==> run_1/clock_map.png <==
Scale bar: 50 µm.
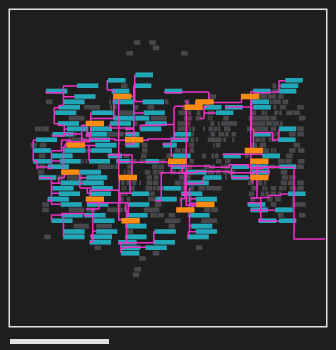
==> run_1/wire_density.png <==
The die is cut into 32 by 32 equal tiles; dark blue is low, red is high, scaled to the fullest tile. Values are wire area over tile area, all layers added.
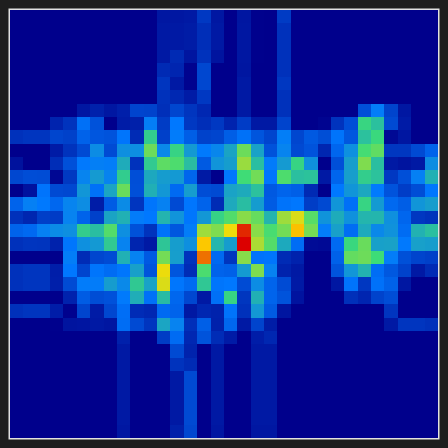
==> run_1/final_placement.png <==
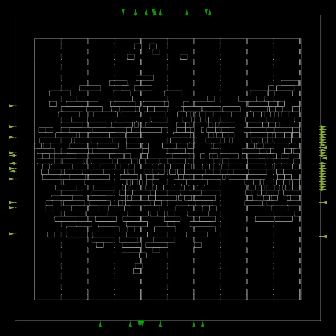
--- config.mk ---
export PLATFORM = sky130hd
export DESIGN_NAME = pipe_issue_ctl
export DESIGN_NICKNAME = d
export VERILOG_FILES = /design/src/rtl/pipe_pkg.sv /design/src/rtl/issue_fifo.sv /design/src/rtl/pipe_issue_ctl.sv
export SDC_FILE = /design/constraint.sdc
export NUM_CORES = 1
export LEC_CHECK = 0
export CAP_MARGIN = 20
export CORE_MARGIN = 10
export CORE_UTILIZATION = 25
export CTS_CLUSTER_SIZE = 40
export DETAILED_ROUTE_END_ITERATION = 8
export SYNTH_ARGS = -nofsm -noshare
export SYNTH_HDL_FRONTEND = slang
export SYNTH_SLANG_ARGS = --single-unit
--- constraint.sdc ---
create_clock -name clk -period 4.25 [get_ports clk]
set_input_delay 0.85 -clock clk [delete_from_list [all_inputs] [get_ports clk]]
set_output_delay 0.85 -clock clk [all_outputs]
set_load 0.01 [all_outputs]
--- src/rtl/pipe_pkg.sv ---
// Shared opcode constants and operand-usage decode for the issue controller.
package pipe_pkg;

  localparam logic [3:0] OP_AND = 4'd0;
  localparam logic [3:0] OP_OR  = 4'd1;
  localparam logic [3:0] OP_ADD = 4'd2;
  localparam logic [3:0] OP_SUB = 4'd6;
  localparam logic [3:0] OP_SLT = 4'd7;
  localparam logic [3:0] OP_NOR = 4'd12;
  localparam logic [3:0] OP_LDR = 4'd13;
  localparam logic [3:0] OP_STR = 4'd14;
  localparam logic [3:0] OP_NOP = 4'd15;

  localparam logic [15:0] NOP_INSTR = 16'hF000;

  function automatic logic reads_ra(input logic [3:0] op);
    return op inside {OP_AND, OP_OR, OP_ADD, OP_SUB, OP_SLT, OP_NOR};
  endfunction

  // STR reads only the data register rb; LDR, NOP and undefined ops read nothing.
  function automatic logic reads_rb(input logic [3:0] op);
    return op inside {OP_AND, OP_OR, OP_ADD, OP_SUB, OP_SLT, OP_NOR, OP_STR};
  endfunction

  function automatic logic writes_rd(input logic [3:0] op);
    return !(op inside {OP_STR, OP_NOP});
  endfunction

endpackage

--- src/rtl/issue_fifo.sv ---
// Instruction buffer: power-of-two circular FIFO with synchronous flush.
module issue_fifo #(
  parameter int DEPTH  = 4,
  parameter int DATA_W = 16
) (
  input  logic                       clk,
  input  logic                       rst,
  input  logic                       push,
  input  logic                       pop,
  input  logic                       flush,
  input  logic [DATA_W-1:0]          din,
  output logic [$clog2(DEPTH):0]     count,
  output logic [DATA_W-1:0]          head
);

  localparam int PTR_W = $clog2(DEPTH);

  logic [DATA_W-1:0] mem [DEPTH];
  logic [PTR_W-1:0]  rd_ptr;
  logic [PTR_W-1:0]  wr_ptr;

  assign head = mem[rd_ptr];

  // Pointers wrap naturally because DEPTH is a power of two.
  always_ff @(posedge clk or negedge rst) begin
    if (!rst) begin
      rd_ptr <= '0;
      wr_ptr <= '0;
      count  <= '0;
    end else if (flush) begin
      rd_ptr <= '0;
      wr_ptr <= '0;
      count  <= '0;
    end else begin
      if (push) wr_ptr <= wr_ptr + 1'b1;
      if (pop)  rd_ptr <= rd_ptr + 1'b1;
      case ({push, pop})
        2'b10:   count <= count + 1'b1;
        2'b01:   count <= count - 1'b1;
        default: count <= count;
      endcase
    end
  end

  always_ff @(posedge clk) begin
    if (push && !flush) mem[wr_ptr] <= din;
  end

endmodule

--- src/rtl/pipe_issue_ctl.sv ---
// In-order issue stage: buffers instructions and inserts NOP bubbles on RAW hazards
// against the two most recently issued instructions.
module pipe_issue_ctl
  import pipe_pkg::*;
#(
  parameter int DEPTH = 4,
  parameter int CNT_W = 16
) (
  input  logic             clk,
  input  logic             rst,
  input  logic             in_valid,
  input  logic [15:0]      in_instr,
  output logic             in_ready,
  input  logic             hold,
  input  logic             flush,
  output logic [15:0]      instr,
  output logic             stall,
  output logic [CNT_W-1:0] bubble_cnt
);

  localparam int CW = $clog2(DEPTH) + 1;

  logic [CW-1:0] count;
  logic [15:0]   head;
  logic          push;
  logic          pop;
  logic          empty;
  logic          hazard;
  logic          issue;
  logic          stall_nxt;
  logic [3:0]    op;
  logic [3:0]    ra;
  logic [3:0]    rb;
  logic [3:0]    rd;

  // Scoreboard slots: _p0 issued at the last edge, _p1 at the edge before.
  logic          sb_vld_p0;
  logic          sb_vld_p1;
  logic [3:0]    sb_rd_p0;
  logic [3:0]    sb_rd_p1;

  function automatic logic [CNT_W-1:0] sat_inc(input logic [CNT_W-1:0] c);
    return (&c) ? c : c + 1'b1;
  endfunction

  function automatic logic sb_hit(input logic [3:0] r, input logic v0, input logic [3:0] d0,
                                  input logic v1, input logic [3:0] d1);
    return (v0 && (d0 == r)) || (v1 && (d1 == r));
  endfunction

  issue_fifo #(
    .DEPTH  (DEPTH),
    .DATA_W (16)
  ) u_fifo (
    .clk   (clk),
    .rst   (rst),
    .push  (push),
    .pop   (pop),
    .flush (flush),
    .din   (in_instr),
    .count (count),
    .head  (head)
  );

  assign in_ready = (count < CW'(DEPTH));
  assign push     = in_valid && in_ready && !flush;
  assign empty    = (count == '0);
  assign {op, ra, rb, rd} = head;

  always_comb begin
    hazard    = (reads_ra(op) && sb_hit(ra, sb_vld_p0, sb_rd_p0, sb_vld_p1, sb_rd_p1)) ||
                (reads_rb(op) && sb_hit(rb, sb_vld_p0, sb_rd_p0, sb_vld_p1, sb_rd_p1));
    issue     = !empty && !hold && !flush && !hazard;
    stall_nxt = !empty && !hold && !flush && hazard;
  end

  assign pop = issue;

  // Issue boundary: output register and scoreboard shift (flush does not clear it).
  always_ff @(posedge clk or negedge rst) begin
    if (!rst) begin
      instr      <= NOP_INSTR;
      stall      <= 1'b0;
      bubble_cnt <= '0;
      sb_vld_p0  <= 1'b0;
      sb_vld_p1  <= 1'b0;
    end else begin
      instr     <= issue ? head : NOP_INSTR;
      stall     <= stall_nxt;
      if (stall_nxt) bubble_cnt <= sat_inc(bubble_cnt);
      sb_vld_p0 <= issue && writes_rd(op);
      sb_vld_p1 <= sb_vld_p0;
    end
  end

  always_ff @(posedge clk) begin
    sb_rd_p0 <= rd;
    sb_rd_p1 <= sb_rd_p0;
  end

endmodule

==> impl_metrics.env, run 1 <==
# yosys + openroad results
export IMPL_dp_cells=614
export IMPL_grt_pass1_wl_um=16700
export IMPL_seqPwrFrac=0.402
export IMPL_arrival_ns=3.64
export IMPL_drive_gt1_frac=0.181
export IMPL_final_nets=401
export IMPL_postLayoutSetupSlackWorst_ns=0.951
export IMPL_min_delay_path_class="primary input to async pin"
export IMPL_synth_async_sr_flop_share=0.368
export IMPL_logic_family="simple AND/OR/NAND/NOR gates"
export IMPL_edf_count=64
export IMPL_top_regs="u_fifo.mem x64, bubble_cnt x16, instr x16"
export IMPL_crit_buf_inv=2
export IMPL_outcome="finished, final reports clean"
export IMPL_placed_cell_area_um2=5650
export IMPL_syn2layout_area_growth_pct=28.7
export IMPL_use_met2=0.136
export IMPL_end_kind="register"
export IMPL_floorplan_core_util=0.256
export IMPL_wl_met1_um=4660
export IMPL_ys_sh_mux=0.114
export IMPL_yosys_warnings=0
export IMPL_log_warning_count=29
export IMPL_endpoint="u_fifo.count[1]"
export IMPL_cp_max_fo=13
export IMPL_power_uw=3480
export IMPL_num_vias=2800
export IMPL_slowest_stage="mux4_2"
export IMPL_synth_most_common_cell="edfxtp_1"
export IMPL_final_setup_viol_count=0
export IMPL_setup_worst_path_start_class="register"
export IMPL_hold_ws_ns=0.257
export IMPL_r2r_worst_path_cells=10
export IMPL_met3_usage=0.0346
export IMPL_path_cells="buf_4, mux4_2, inv_1, o211ai_1, a22o_1, nand3_1, nor2_1, fa_1, or4b_2, nand4_1"
export IMPL_clk_share=0.0892
export IMPL_clkSinkCount=114
export IMPL_grt_pass1_vias=3005
export IMPL_top_power_group="registers"
export IMPL_top_cell_area_share=0.397
export IMPL_maxSlewHeadroom=0.309
export IMPL_cp_num_cells=10
export IMPL_worstSetupPathType="register to register"
export IMPL_period_minus_slack_ns=3.30
export IMPL_power_frac_comb=0.216
export IMPL_p_per_area_nw_per_um2=559
export IMPL_inverters=10
export IMPL_fp_nets=335
export IMPL_cap_violations=0
export IMPL_wl_met3_um=632
export IMPL_synth_cells=308
export IMPL_die_area_um2=25300
export IMPL_fmax_mhz=303
export IMPL_buffers=59
export IMPL_seqCellArea_um2=3140
export IMPL_combGateArea_um2=1590
export IMPL_reg2reg_from="u_fifo.rd_ptr[0]"
export IMPL_synthSimpleGateAreaFrac=0.118
export IMPL_clkbuf_count=20
export IMPL_dpl_hpwl_um=7220
export IMPL_gp_routability_congestion=0.795
Back to the opening pictures, clock_map.png:
Orange stands for cells driving clock nets, count 17. Cyan stands for flip-flops, count 114. Magenta stands for clock wires, length 1,600 µm.
There are 18 routed clock nets.
Clk network pwr share: 0.382
clock network power: 1330 µW

Back to the opening pictures, wire_density.png:
46% of the tiles are nearly empty. The mean over all tiles is 0.066. The densest ninth of the die: centre. 4.2% of the tiles are over half the peak. The emptiest ninth of the die: south-east. The fullest tile reaches 0.55.

Back to the opening pictures, final_placement.png:
Final Non-Filler Cells: 647
Flops: 114
Fillers: 1,895
num rows: 50
Core Util, Final: 0.330

==> run_1/drive_strength.png <==
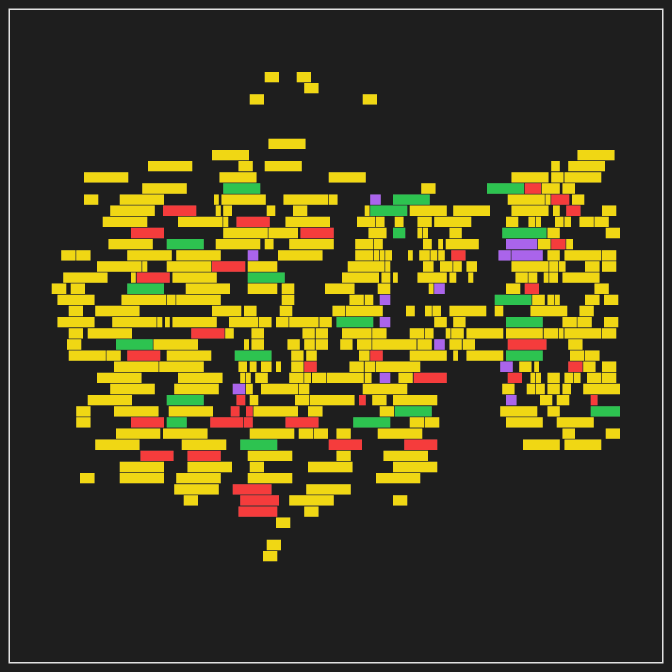

--- run 2 (diff from run 1) ---
==> constraint.sdc (replaced) <==
create_clock -name clk -period 3.3 [get_ports clk]
set_input_delay 0.66 -clock clk [delete_from_list [all_inputs] [get_ports clk]]
set_output_delay 0.66 -clock clk [all_outputs]
set_load 0.01 [all_outputs]
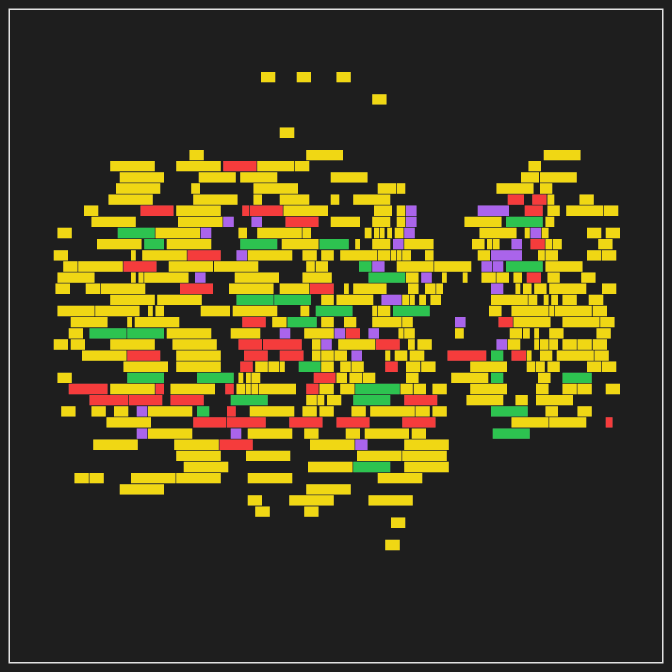
(run_2/drive_strength.png)
Purple stands for drive 3 to 4, cells 30, share 7.4%, most used buf_4. Green stands for drive 6 and up, cells 28, share 6.9%, most used clkbuf_16. Yellow stands for drive 1 or less, cells 305, share 75%, most used edfxtp_1. Red stands for drive 2, cells 44, share 11%, most used mux4_2.

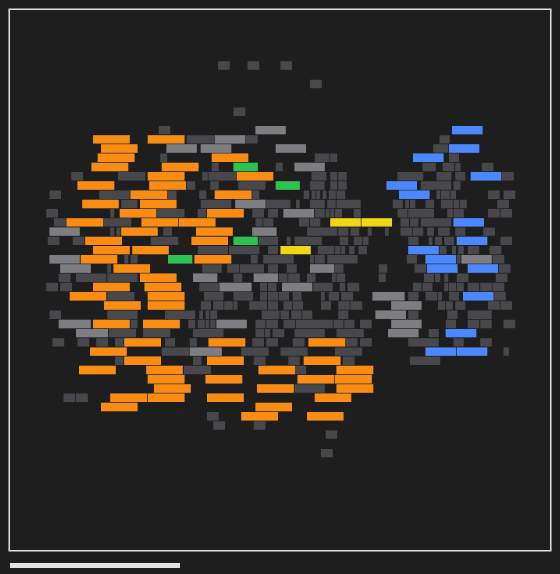
(run_2/registers.png)
Scale bar: 50 µm. Other sequential cells in the stronger grey, the rest of the logic in the fainter grey.
Blue stands for `bubble_cnt`, placed flops 16. Green stands for `sb_rd_p0`, placed flops 4. Orange stands for `u_fifo.mem`, placed flops 64. Yellow stands for `u_fifo.count`, placed flops 3.
Another 27 sequential cells are not coloured.

==> impl_metrics.env, run 2 <==
# yosys + openroad results
export IMPL_cp_max_fo=7
export IMPL_crit_buf_inv=2
export IMPL_maxSlewHeadroom=0.650
export IMPL_clkSinkCount=114
export IMPL_grt_pass1_wl_um=17200
export IMPL_placed_cell_area_um2=5770
export IMPL_die_area_um2=25300
export IMPL_synth_cells=308
export IMPL_use_met2=0.133
export IMPL_num_vias=2897
export IMPL_r2r_worst_path_cells=11
export IMPL_top_regs="u_fifo.mem x64, bubble_cnt x16, instr x16"
export IMPL_met3_usage=0.0307
export IMPL_inverters=10
export IMPL_period_minus_slack_ns=3.10
export IMPL_wl_met1_um=5040
export IMPL_top_cell_area_share=0.397
export IMPL_power_frac_comb=0.249
export IMPL_hold_ws_ns=0.180
export IMPL_gp_routability_congestion=0.823
export IMPL_power_uw=4740
export IMPL_floorplan_core_util=0.256
export IMPL_num_fill_cells=1862
export IMPL_seqPwrFrac=0.385
export IMPL_final_nets=421
export IMPL_clkbuf_count=19
export IMPL_cap_violations=0
export IMPL_edf_count=64
export IMPL_setup_worst_path_start_class="register"
export IMPL_fin_cells=667
export IMPL_ys_sh_mux=0.114
export IMPL_synth_most_common_cell="edfxtp_1"
export IMPL_cp_num_cells=11
export IMPL_arrival_ns=3.44
export IMPL_clockPowerShare=0.366
export IMPL_dpl_hpwl_um=7460
export IMPL_seqCellArea_um2=3140
export IMPL_syn2layout_area_growth_pct=34.4
export IMPL_path_cells="buf_4, clkbuf_16, mux4_2, nor2_1, nand3_1, a22o_1, nand3_2, nor2_1, fa_1, or4b_4, nand4_1"
export IMPL_synthSimpleGateAreaFrac=0.118
export IMPL_fp_nets=335
export IMPL_worstSetupPathType="register to register"
export IMPL_top_power_group="registers"
export IMPL_synth_async_sr_flop_share=0.368
export IMPL_outcome="finished, final reports clean"
export IMPL_yosys_warnings=0
export IMPL_log_warning_count=29
Power figures rest on the tool's default switching activity, not on a simulated workload.
